===== config.mk =====
export PLATFORM = sky130hd
export DESIGN_NAME = secded_stream_encoder
export DESIGN_NICKNAME = d
export VERILOG_FILES = /design/src/rtl/secded_stream_encoder.sv
export SDC_FILE = /design/constraint.sdc
export NUM_CORES = 1
export LEC_CHECK = 0
export CELL_PAD_IN_SITES_DETAIL_PLACEMENT = 1
export CELL_PAD_IN_SITES_GLOBAL_PLACEMENT = 1
export CORE_ASPECT_RATIO = 1.2
export CORE_MARGIN = 1.5
export CORE_UTILIZATION = 41
export CTS_BUF_LIST = sky130_fd_sc_hd__clkbuf_4 sky130_fd_sc_hd__clkbuf_8
export CTS_CLUSTER_DIAMETER = 60
export DETAILED_ROUTE_END_ITERATION = 8
export GPL_ROUTABILITY_DRIVEN = 1
export PLACE_DENSITY = 0.87
export SYNTH_ARGS = -nofsm -noshare
export SYNTH_HDL_FRONTEND = slang
export SYNTH_SLANG_ARGS = --single-unit

===== constraint.sdc =====
create_clock -name clk -period 3.1 [get_ports clk]
set_input_delay 0.31 -clock clk [delete_from_list [all_inputs] [get_ports clk]]
set_output_delay 0.31 -clock clk [all_outputs]
set_load 0.005 [all_outputs]

===== src/rtl/secded_stream_encoder.sv =====
// secded_stream_encoder
//   Two-stage systematic Hamming / SECDED encoder with valid/ready handshakes
//   on both sides. It also injects an optional single-bit error and counts
//   the words delivered.
//
//   Codeword layout: c[K-1:0] = data, c[K+R-1:K] = Hamming parity,
//   c[N-1] = overall parity (SECDED mode) or 0 (SEC mode).
//
//   Ports
//     clk, rst_n              clock, synchronous active-low reset
//     in_valid/in_ready       input handshake; in_ready is combinational
//                             from out_ready
//     in_data[K-1:0]          data word
//     secded_en               1 = SECDED, 0 = SEC (captured with the word)
//     inj_en, inj_pos[PW-1:0] flip codeword bit inj_pos (>= N: no flip)
//     out_valid/out_ready     output handshake (registered out_valid)
//     out_code[N-1:0]         registered codeword
//     word_cnt[15:0]          delivered-word count, saturating at 0xFFFF
module secded_stream_encoder #(
  parameter  int K  = 8,
  // smallest r with 2^r >= K+r+1, over the supported range K = 2..57
  localparam int R  = (K <= 4) ? 3 : (K <= 11) ? 4 : (K <= 26) ? 5 : 6,
  localparam int N  = K + R + 1,
  localparam int PW = $clog2(N + 1)
) (
  input  logic          clk,
  input  logic          rst_n,
  input  logic          in_valid,
  output logic          in_ready,
  input  logic [K-1:0]  in_data,
  input  logic          secded_en,
  input  logic          inj_en,
  input  logic [PW-1:0] inj_pos,
  output logic          out_valid,
  input  logic          out_ready,
  output logic [N-1:0]  out_code,
  output logic [15:0]   word_cnt
);

  // Hamming position of data bit i: the i-th integer >= 3 that is not a
  // power of two. It is only ever called with constant loop indices, so it
  // folds to wiring.
  function automatic logic [R-1:0] dpos(int i);
    logic [R-1:0] p;
    int           n;
    p = '0;
    n = 0;
    for (int c = 3; c < 128; c++) begin
      if ((c & (c - 1)) != 0) begin
        if (n == i) p = R'(c);
        n++;
      end
    end
    return p;
  endfunction

  logic [2:1]    vld_q, vld_d;   // [1] = S1 holds a word, [2] = S2 holds a word
  logic [K-1:0]  s1_data_q;
  logic          s1_sec_q, s1_inj_q;
  logic [PW-1:0] s1_pos_q;
  logic [N-1:0]  s2_code_q;
  logic [15:0]   cnt_q, cnt_d;
  logic          in_fire, out_fire, s1_adv;
  logic [R-1:0]  par;
  logic [N-1:0]  code;

  assign in_ready = rst_n & (~vld_q[1] | ~vld_q[2] | out_ready);
  assign in_fire  = in_valid & in_ready;
  assign out_fire = vld_q[2] & out_ready;
  assign s1_adv   = vld_q[1] & (~vld_q[2] | out_ready);

  // Encode the S1 word. Parity bit j is the XOR of the data bits whose
  // position has bit j set.
  always_comb begin
    par = '0;
    for (int i = 0; i < K; i++)
      if (s1_data_q[i]) par = par ^ dpos(i);
    code = {1'b0, par, s1_data_q};
    if (s1_sec_q) code[N-1] = ^code[N-2:0];
    // A shift by >= N moves the 1 out of the mask, which gives "no flip" for
    // out-of-range positions without a separate compare.
    if (s1_inj_q) code = code ^ (N'(1) << s1_pos_q);
  end

  always_comb begin
    vld_d = vld_q;
    if (s1_adv)        vld_d[2] = 1'b1;
    else if (out_fire) vld_d[2] = 1'b0;
    if (in_fire)       vld_d[1] = 1'b1;
    else if (s1_adv)   vld_d[1] = 1'b0;
    cnt_d = cnt_q;
    if (out_fire && cnt_q != 16'hFFFF) cnt_d = cnt_q + 16'd1;
  end

  always_ff @(posedge clk) begin
    if (!rst_n) begin
      vld_q     <= '0;
      s1_data_q <= '0;
      s1_sec_q  <= 1'b0;
      s1_inj_q  <= 1'b0;
      s1_pos_q  <= '0;
      s2_code_q <= '0;
      cnt_q     <= '0;
    end else begin
      vld_q <= vld_d;
      cnt_q <= cnt_d;
      if (in_fire) begin
        s1_data_q <= in_data;
        s1_sec_q  <= secded_en;
        s1_inj_q  <= inj_en;
        s1_pos_q  <= inj_pos;
      end
      if (s1_adv) s2_code_q <= code;
    end
  end

  assign out_valid = vld_q[2];
  assign out_code  = s2_code_q;
  assign word_cnt  = cnt_q;

endmodule


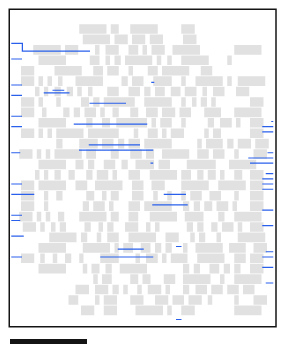
run_1/layer_met3.png
Bar = 20 µm. Cells faint in the background.
wire length on this layer: 203 µm
nets with wire on the layer: 37

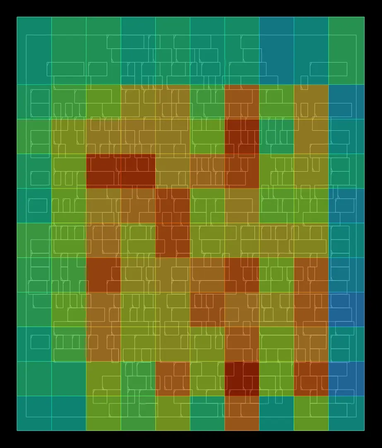
run_1/congestion.png
met3 demand-to-capacity share in global routing: 4.00%
detail-routed net length per standard cell: 14.6 µm

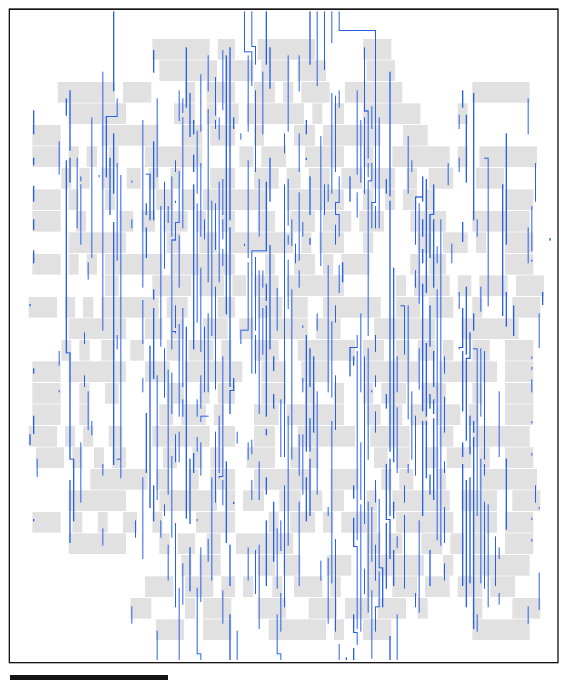
run_1/layer_met2.png
Bar = 20 µm. Cells faint in the background.
longest straight run: 41.1 µm
share of all routed wire: 54%
wire length on this layer: 2850 µm

==> summary.txt, run 1 <==
Implementation numbers.

- The flow ran to the end, and the final reports show no timing, DRC or antenna violations.
- The final timing report counts setup violations totalling 0.
- The portion of the clock cycle consumed by the worst path in the final layout reads roughly two thirds.
- In this design, the largest share of critical-path delay is due to buffers and inverters.
- The worst relative slew slack is between 60 and 70%.
- The flow reports that sequential cells draw a little over half of the design power.
- Across the whole layout, multi-input logic makes up 43.2% of the cell area.
- Clock tree synthesis selected as its root buffer the cell sky130_fd_sc_hd__clkbuf_8.
- After synthesis, the cell types taking the most area are sky130_fd_sc_hd__dfxtp_1 42%, sky130_fd_sc_hd__xnor2_1 11%, sky130_fd_sc_hd__nand2_1 6.6%.
- The floorplan net count reads 275.
- The worst vdd rail ir drop reads about 0.23 mV.
- Per the run summary, max-cap violations total 0.
- The via count normalized by instance count is roughly 5.3.
- The largest clock skew in the final design is ~10 ps.
- In this run the horizontal extent of the chip is ~70 µm.
- The tally of unique sky130hd cells used after synthesis is 34.
- In the layout the tool counted multi-input logic cells amounting to between 150 and 200.
- The setup slack of the critical path after layout is about 990 ps.
- The slack of the worst reg-to-reg path is roughly 1300 ps.
- The start point of the critical path is rst_n.
- Of all flip-flops after synthesis, the portion carrying an async set or reset was 0%.
- The total area inside the core boundary comes to 5010 µm².
- Warnings reported by Yosys during synthesis add up to 0.
- The hold path startpoint reads s1_pos_q[3]$_SDFFE_PN0P_.
- For reference, the post-synthesis area per instance comes to 8.43 µm².
- The number of ports placed on the die boundary reads just under 50.
- The critical path's slowest stage uses the library cell sky130_fd_sc_hd__clkdlybuf4s50_1.
- The arrival time at the worst endpoint reads 1800 ps.
- The initial antenna violation count reads 0.
- The destination of the critical timing path reads in_ready.
- The area share of and/or/nand/nor cells after synthesis is a little under a third.
- Setup repair after global routing left no endpoint under its margin.
- The detailed router put a total of between 2000 and 2500 µm of wire on met1.
- The TritonCTS sink count is roughly 45.
- The number of nets in the finished design is roughly 320.
- The count of TritonRoute iterations in the first routing pass reads 4.
- The nature of the critical path endpoint is an output pin.
- The share of layout cells above drive strength 1 reads around 5.3%.
- The largest driver fanout on the critical path reads 18.
- The reported leakage power is 0.992 nW.
- The residual DRC count is 0.
- The depth of the worst hold-timing path reads 2.
- The quantity of gates resized following cts is 0.
- The fraction of power consumed by combinational cells reads roughly 17%.
- The post-synthesis share of cell area spent on full adders, half adders and majority gates reads less than 1%.
- The total number of vias reads approximately 1900.
- The main logic family after synthesis reads simple AND/OR/NAND/NOR gates.
- The area share of xor/xnor cells in the synthesized design reads about 15%.
- The depth of the CTS H-tree is 2.
- The cell with the most instances on the worst path reads sky130_fd_sc_hd__clkdlybuf4s50_1.
- The maximum clock frequency is 0.473 GHz.
- After clock tree synthesis, the setup repair step added 0 buffers.
- The stage logs contain a warning count of 26.
- Of the synthesized area, sequential elements account for a little over two fifths.
- The net switching power reads ~320 µW.
- The clock-pin slew reported for the worst setup and hold paths after clock tree synthesis is roughly 80 ps.
- The power consumed by the clock network is 366 µW.
==> run 1 -> run 2 <==
- CORE_UTILIZATION: 41 -> 38
- PLACE_DENSITY: 0.87 -> 0.82
- clock period: 3.1 -> 2.1 ns (I/O delays scaled with it)
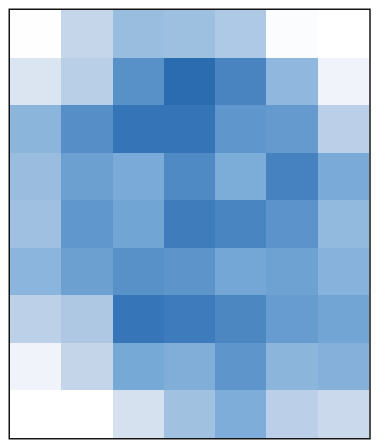
run_2/cell_density.png
The die is cut into 7 by 9 equal tiles; white is low, dark blue is high, 0 to 100% covered.
nearly empty tiles: 7.9%
fullest tile: 76%
tiles over 75% full: 1.6%
mean over tiles: 44%
emptiest ninth of the die: bottom left

==> run 2 against run 1 <==
The run now ends with design-rule violations left; first-iteration DRC count is 11% lower; worst hold slack lost 60 ps; synthesized cell count is the same; clock power rose by 48%; largest cell class unchanged.
==> summary.txt, run 2 <==
Implementation numbers.

- The power consumed by the clock network is 543 µW (was 366 µW).
- The residual DRC count is 5 (was 0).
- Run status: complete, but fails checks (was finished, final reports clean).
- The initial antenna violation count reads 0 (unchanged).
- The largest driver fanout on the critical path is 4 (was 18).
- The net switching power reads 453 µW (was 318 µW).
- The slowest cell on the critical path reads sky130_fd_sc_hd__clkdlybuf4s50_1 (unchanged).
- The quantity of gates resized following cts was 0 (unchanged).
- The depth of the worst hold-timing path is 3 (was 2).
- The max-cap check violation count is 0 (unchanged).
- The total number of vias was 1884 (was 1923).
- Setup repair after global routing missed its margin: no (unchanged).
- The post-synthesis area per instance reads 8.43 µm² (unchanged).
- The routed length per instance came to 13.8 µm (was 14.6 µm).
- The reported leakage power reads 0.989 nW (was 0.992 nW).
- The arrival time at the worst endpoint is 1610 ps (was 1800 ps).
- The worst vdd rail ir drop is 0.291 mV (was 0.231 mV).
- The total number of warnings across the stage logs reads 26 (unchanged).
- The share of async-settable or async-resettable flops after synthesis came to 0% (unchanged).
- The multi-input logic portion of the cell area is 43.1% (was 43.2%).
- The setup slack of the critical path after layout reads 277 ps (was 988 ps).
- The clock tree root driver cell is sky130_fd_sc_hd__clkbuf_8 (unchanged).
- The depth of the CTS H-tree was 2 (unchanged).
- The top routing layer in use reads met4 (unchanged).
- The fraction of power consumed by combinational cells is 16.6% (was 16.5%).
- Biggest area contributors in the synthesized netlist: sky130_fd_sc_hd__dfxtp_1 42%, sky130_fd_sc_hd__xnor2_1 11%, sky130_fd_sc_hd__nand2_1 6.6% (unchanged).
- The share of layout cells above drive strength 1 reads 5.30% (unchanged).
- The slack of the worst reg-to-reg path was 370 ps (was 1310 ps).
- The post-synthesis share of cell area spent on full adders, half adders and majority gates is 0.580% (unchanged).
- The number of setup buffers added after CTS reads 0 (unchanged).
- The floorplan net count is 275 (unchanged).
- The final reports fail on design-rule violations.
- The worst relative slew slack was 66.8% (was 66.3%).
- The yosys warning tally was 0 (unchanged).
- The number of nets in the finished design is 320 (unchanged).
- The die span in x is 71.8 µm (was 69.2 µm).
- The clock-pin slew reported for the worst setup and hold paths after clock tree synthesis is 80 ps (about the same).
- The maximum buffer depth of the clock tree is 2 (unchanged).
- The TritonCTS sink count reads 45 (unchanged).
- The path class of the lowest-slack min-delay path reads in2reg (was reg2reg).
- The final setup violation count was 0 (unchanged).
- The via count normalized by instance count is 5.18 (was 5.31).
- The cell with the most instances on the worst path reads sky130_fd_sc_hd__clkdlybuf4s50_1 (unchanged).
- The nature of the critical path endpoint reads an output pin (unchanged).
- The number of ports placed on the die boundary was 49 (unchanged).
- The start point of the critical path is out_ready (was rst_n).
- The main logic family after synthesis is simple AND/OR/NAND/NOR gates (unchanged).
- OpenROAD reports that the post-layout worst path occupies around 87% of the period.
- The area share of and/or/nand/nor cells after synthesis is 31.8% (unchanged).
- For this run, the top clock speed supported by timing is approximately 0.55 GHz.
- The count of TritonRoute iterations in the first routing pass came to 9 (was 4).
- The cell type group with the largest total delay on the critical path is buffers and inverters (unchanged).
- The register share of total power is 52.8% (was 53.0%).
- The destination of the critical timing path was in_ready (unchanged).
Power and IR drop assume default switching activity.
